`config.mk`:
```
export PLATFORM = sky130hd
export DESIGN_NAME = encoder8_3_event
export DESIGN_NICKNAME = d
export VERILOG_FILES = /design/src/rtl/encoder8_3_pkg.sv /design/src/rtl/encoder8_3_event_deb_bit.sv /design/src/rtl/encoder8_3_event.sv
export SDC_FILE = /design/constraint.sdc
export NUM_CORES = 1
export LEC_CHECK = 0
export CAP_MARGIN = 30
export CORE_MARGIN = 4
export CORE_UTILIZATION = 45
export CTS_CLUSTER_SIZE = 20
export DETAILED_ROUTE_END_ITERATION = 10
export HOLD_SLACK_MARGIN = 0.15
export PLACE_DENSITY = 0.71
export SLEW_MARGIN = 20
export SYNTH_ARGS = -nofsm -noshare
export SYNTH_HDL_FRONTEND = slang
export SYNTH_HIERARCHICAL = 1
export SYNTH_SLANG_ARGS = --single-unit
```
`constraint.sdc`:
```
create_clock -name CLK -period 2.9 [get_ports CLK]
set_input_delay 0.725 -clock CLK [delete_from_list [all_inputs] [get_ports CLK]]
set_output_delay 0.725 -clock CLK [all_outputs]
set_load 0.01 [all_outputs]
```
`src/rtl/encoder8_3_pkg.sv`:
```
// Shared types and helpers for the registered 8-to-3 event encoder.
// Holds the FSM state type, the inactive input level and the priority function.
package encoder8_3_pkg;

    typedef enum logic {IDLE, HOLD} state_t;

    localparam logic [7:0] IDLE_LEVEL = 8'hFF;

    // Index of the winning set bit; returns 0 for an empty mask.
    function automatic logic [2:0] prio_enc8(input logic [7:0] mask, input logic high_first);
        logic [2:0] idx;
        idx = '0;
        if (high_first) begin
            for (int i = 0; i < 8; i++) begin
                if (mask[i]) idx = 3'(i);
            end
        end else begin
            for (int i = 7; i >= 0; i--) begin
                if (mask[i]) idx = 3'(i);
            end
        end
        return idx;
    endfunction

endpackage

```
`src/rtl/encoder8_3_event_deb_bit.sv`:
```
// One-bit debouncer: the output follows the input only after DEB_CYCLES
// consecutive samples that differ from the current output level.
module deb_bit #(
    parameter int DEB_CYCLES = 16
) (
    input  logic clk,
    input  logic rst_n,
    input  logic d,
    output logic q
);
    localparam int CW = $clog2(DEB_CYCLES + 1);

    logic [CW-1:0] cnt_reg;
    logic          q_reg;

    always_ff @(posedge clk) begin
        if (!rst_n) begin
            cnt_reg <= '0;
            q_reg   <= 1'b1;
        end else if (d == q_reg) begin
            cnt_reg <= '0;
        end else if (cnt_reg == CW'(DEB_CYCLES - 1)) begin
            q_reg   <= d;
            cnt_reg <= '0;
        end else begin
            cnt_reg <= cnt_reg + 1'b1;
        end
    end

    assign q = q_reg;

endmodule

```
`src/rtl/encoder8_3_event.sv`:
```
// Registered 8-to-3 priority encoder with falling-edge event queue and VALID/READY output.
// Optional input debouncing is enabled by defining DEBOUNCE_EN.
module encoder8_3_event
    import encoder8_3_pkg::*;
#(
    parameter int SYNC_STAGES   = 2,
    parameter bit PRIORITY_HIGH = 1'b1,
    parameter int DEB_CYCLES    = 16
) (
    input  logic       CLK,
    input  logic       RST_N,
    input  logic [7:0] N,
    input  logic       READY,
    output logic [2:0] CBA,
    output logic       VALID,
    output logic       GS_N,
    output logic       OVF,
    input  logic       CLR_OVF
);
    localparam int ARM_CYCLES = SYNC_STAGES + 1;
    localparam int ARM_W      = $clog2(ARM_CYCLES + 1);

    if (SYNC_STAGES < 2 || DEB_CYCLES < 1) begin : g_param_check
        $error("encoder8_3_event: SYNC_STAGES must be >= 2 and DEB_CYCLES >= 1");
    end

    logic [7:0]       sync_reg [SYNC_STAGES];
    logic [7:0]       level;
    logic [7:0]       prev_reg;
    logic [ARM_W-1:0] arm_cnt_reg;
    logic [7:0]       pend_reg, pend_next;
    logic [2:0]       cba_reg, cba_next;
    logic             ovf_reg, ovf_next;
    state_t           state_reg, state_next;

    logic             armed;
    logic [7:0]       fall;
    logic             load;
    logic [2:0]       sel_idx;
    logic [7:0]       clear_mask, held_mask, kept;
    logic             ovf_hit;

    generate
        for (genvar gi = 0; gi < SYNC_STAGES; gi++) begin : g_sync
            logic [7:0] stage_in;
            if (gi == 0) begin : g_first
                assign stage_in = N;
            end else begin : g_rest
                assign stage_in = sync_reg[gi-1];
            end
            always_ff @(posedge CLK) begin
                if (!RST_N) sync_reg[gi] <= IDLE_LEVEL;
                else        sync_reg[gi] <= stage_in;
            end
        end
    endgenerate

`ifdef DEBOUNCE_EN
    generate
        for (genvar gi = 0; gi < 8; gi++) begin : g_deb
            deb_bit #(.DEB_CYCLES(DEB_CYCLES)) u_deb (
                .clk   (CLK),
                .rst_n (RST_N),
                .d     (sync_reg[SYNC_STAGES-1][gi]),
                .q     (level[gi])
            );
        end
    endgenerate
`else
    assign level = sync_reg[SYNC_STAGES-1];
`endif

    // Lines already low at reset release must not look like fresh falls.
    assign armed = (arm_cnt_reg == ARM_W'(ARM_CYCLES));
    assign fall  = armed ? (prev_reg & ~level) : 8'h00;

    always_comb begin
        state_next = state_reg;
        cba_next   = cba_reg;
        load       = 1'b0;
        sel_idx    = prio_enc8(pend_reg, PRIORITY_HIGH);
        case (state_reg)
            IDLE: if (|pend_reg) load = 1'b1;
            HOLD: begin
                if (READY) begin
                    if (|pend_reg) load = 1'b1;
                    else           state_next = IDLE;
                end
            end
            default: state_next = IDLE;
        endcase
        if (load) begin
            state_next = HOLD;
            cba_next   = sel_idx;
        end
        clear_mask = load ? (8'b1 << sel_idx) : 8'h00;
        // The index still shown on CBA after this edge counts as outstanding.
        held_mask  = (state_reg == HOLD && !READY) ? (8'b1 << cba_reg) : 8'h00;
        kept       = pend_reg & ~clear_mask;
        ovf_hit    = |(fall & (kept | held_mask));
        pend_next  = kept | (fall & ~held_mask);
        ovf_next   = ovf_hit | (ovf_reg & ~CLR_OVF);
    end

    always_ff @(posedge CLK) begin
        if (!RST_N) begin
            prev_reg    <= IDLE_LEVEL;
            arm_cnt_reg <= '0;
            pend_reg    <= '0;
            cba_reg     <= '0;
            ovf_reg     <= 1'b0;
            state_reg   <= IDLE;
        end else begin
            prev_reg    <= level;
            if (!armed) arm_cnt_reg <= arm_cnt_reg + 1'b1;
            pend_reg    <= pend_next;
            cba_reg     <= cba_next;
            ovf_reg     <= ovf_next;
            state_reg   <= state_next;
        end
    end

    assign CBA   = cba_reg;
    assign VALID = (state_reg == HOLD);
    assign GS_N  = ~((|pend_reg) | VALID);
    assign OVF   = ovf_reg;

endmodule

```
I/O nets highlighted:
Bar = 20 um.
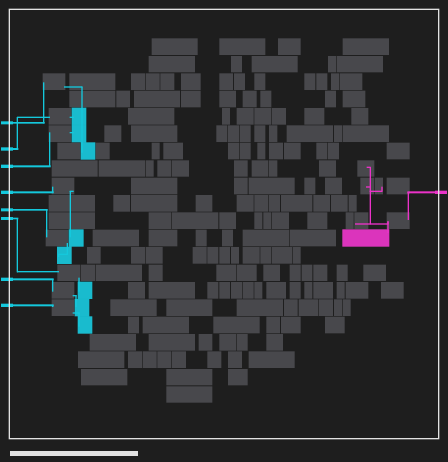
Key: N = cyan [bits 8, direction input, end cells 8, buffers 8, wire 111 um]; VALID = magenta [bits 1, direction output, end cells 1, buffers 1, wire 28.1 um]

Where the registers sit:
Bar = 20 um. Other sequential cells in the stronger grey, the rest of the logic in the fainter grey.
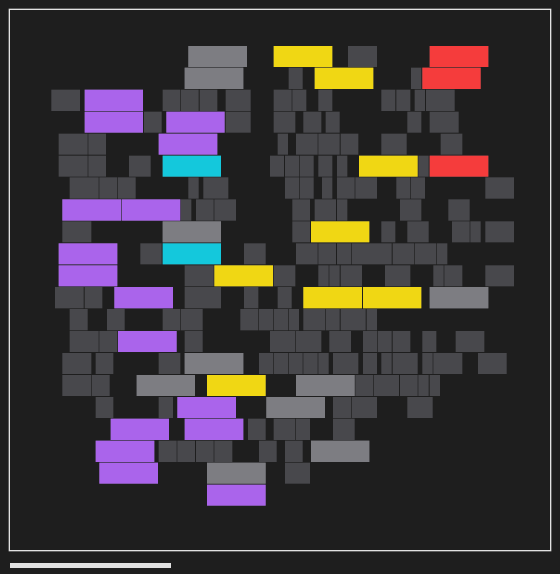
Key: pend_reg = yellow [flops 8]; arm_cnt_reg = cyan [flops 2]; sync_reg = purple [flops 16]; CBA = red [flops 3]
Another 10 sequential cells are not coloured.

Gate families picked out:
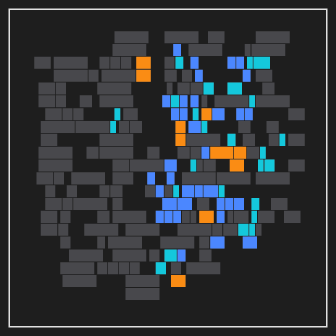
Key: NOR gates = cyan [cells 25, most used nor2_1]; AND and OR gates = orange [cells 10, most used and3b_1]; inverting AOI/OAI gates = blue [cells 35, most used a21oi_1]
most common logic cell in the routed design: dfxtp_1
logic share of the area: 38.82%
non-filler instance count after layout: 236

A small window of the routed layout:
Bar = 10 um. Window x 4 to 29, y 4 to 29 um. Cells in grey, sequential cells in the stronger grey; small squares are vias.
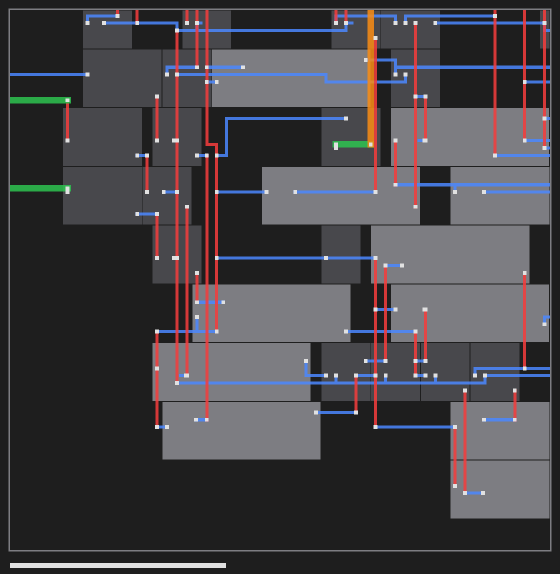
Key: metal 2 = red; metal 3 = green; metal 1 = blue; metal 4 = orange
29 logic cells have their middle in the window. Most frequent: nand2b_1 (12), dfxtp_1 (11), clkdlybuf4s50_1 (3). Sequential cells in the window: 11. Netlist names of flops here include sync_reg (7), prev_reg (3).

==> impl_metrics.env <==
# yosys + openroad results
export IMPL_final_min_clock_period_ns=2.805
export IMPL_slew_headroom_pct=69.40
export IMPL_yosysUniqueCellTypes=41
export IMPL_grt_total_usage_pct=15.54
export IMPL_warnings=26
export IMPL_place_detailed_hpwl_mm=2.276
export IMPL_yosysWarnings=6
export IMPL_synth_yosys_num_cells=170
export IMPL_combinational_fraction_of_design_power_pct=10.2
export IMPL_p_comb_uw=96.3
export IMPL_crit_slowest_cell="or4_1"
export IMPL_postSynth_topFlopCell="dfxtp_1"
export IMPL_ys_top_logic_family="simple AND/OR/NAND/NOR gates"
export IMPL_cts_root_buffer="clkbuf_4"
export IMPL_floorplanUtilization_pct=46.87
export IMPL_timing_critical_path_arrival_ns=2.08
export IMPL_postcts_resize_cnt=1
export IMPL_post_synth_and_or_nand_nor_area_fraction_pct=29.04
export IMPL_count_of_port_buffers_added_during_placement=17
export IMPL_critical_path_n_buffers_inverters=1
export IMPL_power_report_internal_total_uw=705.3
export IMPL_fin_nets=202
export IMPL_drc_markers=0
export IMPL_synth_avg_cell_area_um2=9.200
export IMPL_tns_ns=0
export IMPL_slew_violations=0
export IMPL_largest_net_degree_at_the_start_of_global_routing=19
export IMPL_class_of_the_tightest_hold_or_removal_check="reg -> reg"
export IMPL_chipWidth_um=66.96
export IMPL_cp_required_ns=2.17
export IMPL_fp_dieArea_um2=4483
export IMPL_sequentialPowerShare_pct=61.4
export IMPL_finalSetupViolCount=0
export IMPL_syn_inst=170
export IMPL_worstPathCellList="or4_1 -> or4b_4 -> nor2_1 -> clkdlybuf4s15_1"
export IMPL_power_clock_uw=267
export IMPL_critical_path_top_delay_family="simple AND/OR/NAND/NOR gates"
export IMPL_synth_area_mux_share_pct=0.6400
export IMPL_most_common_layout_cells="dfxtp_1, nand2b_1, a21oi_1, clkdlybuf4s50_1, nor2_1"
export IMPL_start_kind="flop"
export IMPL_drt_met1_wl_mm=1.314
export IMPL_rsz0062_at_grt="no"
export IMPL_largest_reg_flops=16
export IMPL_met3RoutedLength_um=166
export IMPL_outcome="complete, no violations"
export IMPL_ant_nets=0
export IMPL_synthAoiAreaFrac_pct=14.64
export IMPL_detailedRoute_firstIterationViolations=84
export IMPL_cts_tree="built"
export IMPL_syn_area_um2=1564
export IMPL_fraction_of_layout_cells_with_a_size_suffix_above_1_pct=9.474
export IMPL_routedWlPerCell_um=12.75
export IMPL_die_size_y_um=66.96
export IMPL_power_largest_group="registers"
export IMPL_synth_area_yosys_um2=1564
export IMPL_clockBufferDepth=2
export IMPL_grt_util_met2_pct=27.10
export IMPL_grtUsageMet3_pct=4.216
export IMPL_hold_violations=0
export IMPL_post_cts_setup_buffers=0
export IMPL_fin_worst_skew_ns=0.01036
export IMPL_detail_route_first_pass_iterations=4
export IMPL_htreeDepth=2
export IMPL_diodes=0
export IMPL_grt_pass1_vias=1197
export IMPL_grt_ovfl_total=0
export IMPL_fa_ha_area_share_pct=0.8000
export IMPL_clkTransAtPathRegs_ns=0.11
export IMPL_post_synth_arst_share_pct=0
export IMPL_p_sw_share_pct=25.09
export IMPL_clk_insertion_delay_late_ns=0.33
export IMPL_tritoncts_num_sinks=39
export IMPL_endpoint_class_of_the_critical_path="output port"
export IMPL_groute_layer_met1_usage_pct=17.85
export IMPL_synth_sequential_area_ratio_pct=49.92
export IMPL_maxCapViolCount=0
export IMPL_worst_slew_pin_transition_ns=0.4584
export IMPL_sequentialPower_uw=579
export IMPL_layout_area_seq_um2=780.7
export IMPL_power_clock_fraction_pct=28.3
export IMPL_xors_xnors_by_area_pct=0.5600
export IMPL_placement_rows=21
export IMPL_place_gp_congestion=0.8886
export IMPL_busiest_layer="met2"
export IMPL_crit_path_max_fanout=4
export IMPL_routed_wl_mm=3.009
export IMPL_cts_buffers=5
export IMPL_fillCellCount=321
export IMPL_fmax_ghz=0.3565
export IMPL_vias_per_cell=5.305
==> final cells by class <==
type	count	share of cell area, %
sequential	39	42.42
multi-input combinational	115	38.82
timing repair buffer	22	11.28
tap	46	3.127
clock buffer	5	2.039
inverter	6	1.224
clock inverter	3	1.088
==> kinds of logic after synthesis <==
kind of cell | Yosys count
flops | 39
simple gates | 74
mux | 1
xor+xnor | 1
fa+ha+maj | 1
buf+inv | 16
compound gates | 38
==> metrics by stage <==
| stage | util [%] | setup WS [ns] | power, uW | instance area [um^2] | hold WS, ns |
|---|---|---|---|---|---|
| floorplan | - | 0.4441 | 646.0 | 1564 | 0.3863 |
| global placement | 53.43 | 0.1890 | 685.4 | 1783 | 0.3904 |
| detailed placement | 53.43 | 0.1713 | 689.5 | 1783 | 0.3943 |
| CTS | 55.12 | 0.06496 | 951.1 | 1839 | 0.4224 |
| global route | 55.16 | 0.01557 | 991.2 | 1841 | 0.4360 |
| finish | 55.16 | 0.09507 | 941.5 | 1841 | 0.4180 |
==> synthesized netlist by cell type, drive strengths merged, types with 2 or more instances <==
cell,instances,area [um^2]
o31ai,2,15.01
nor2,14,52.55
inv,6,22.52
nand3,2,10.01
o21ai,9,45.04
nand4,2,12.51
o21a,2,15.01
nor3,5,30.03
nor2b,3,18.77
nand2b,29,181.4
buf,3,20.01
o211ai,2,15.01
and3b,4,35.03
dfxtp,39,780.8
a21oi,16,80.08
nand3b,4,30.03
clkbuf,7,26.28
and2,2,15.02
==> path summary, 6_finish.rpt <==
check	slack [ns]	endpoint	cells after the start	start
hold reg to reg	0.42	sync_reg[1][5]	1	sync_reg[0][5]
setup reg to reg	1.02	CBA[1]	5	pend_reg[4]
setup / recovery	0.1	GS_N	4	pend_reg[4]
hold / removal	0.42	sync_reg[1][5]	1	sync_reg[0][5]
Power is estimated from default activity; no workload was simulated.
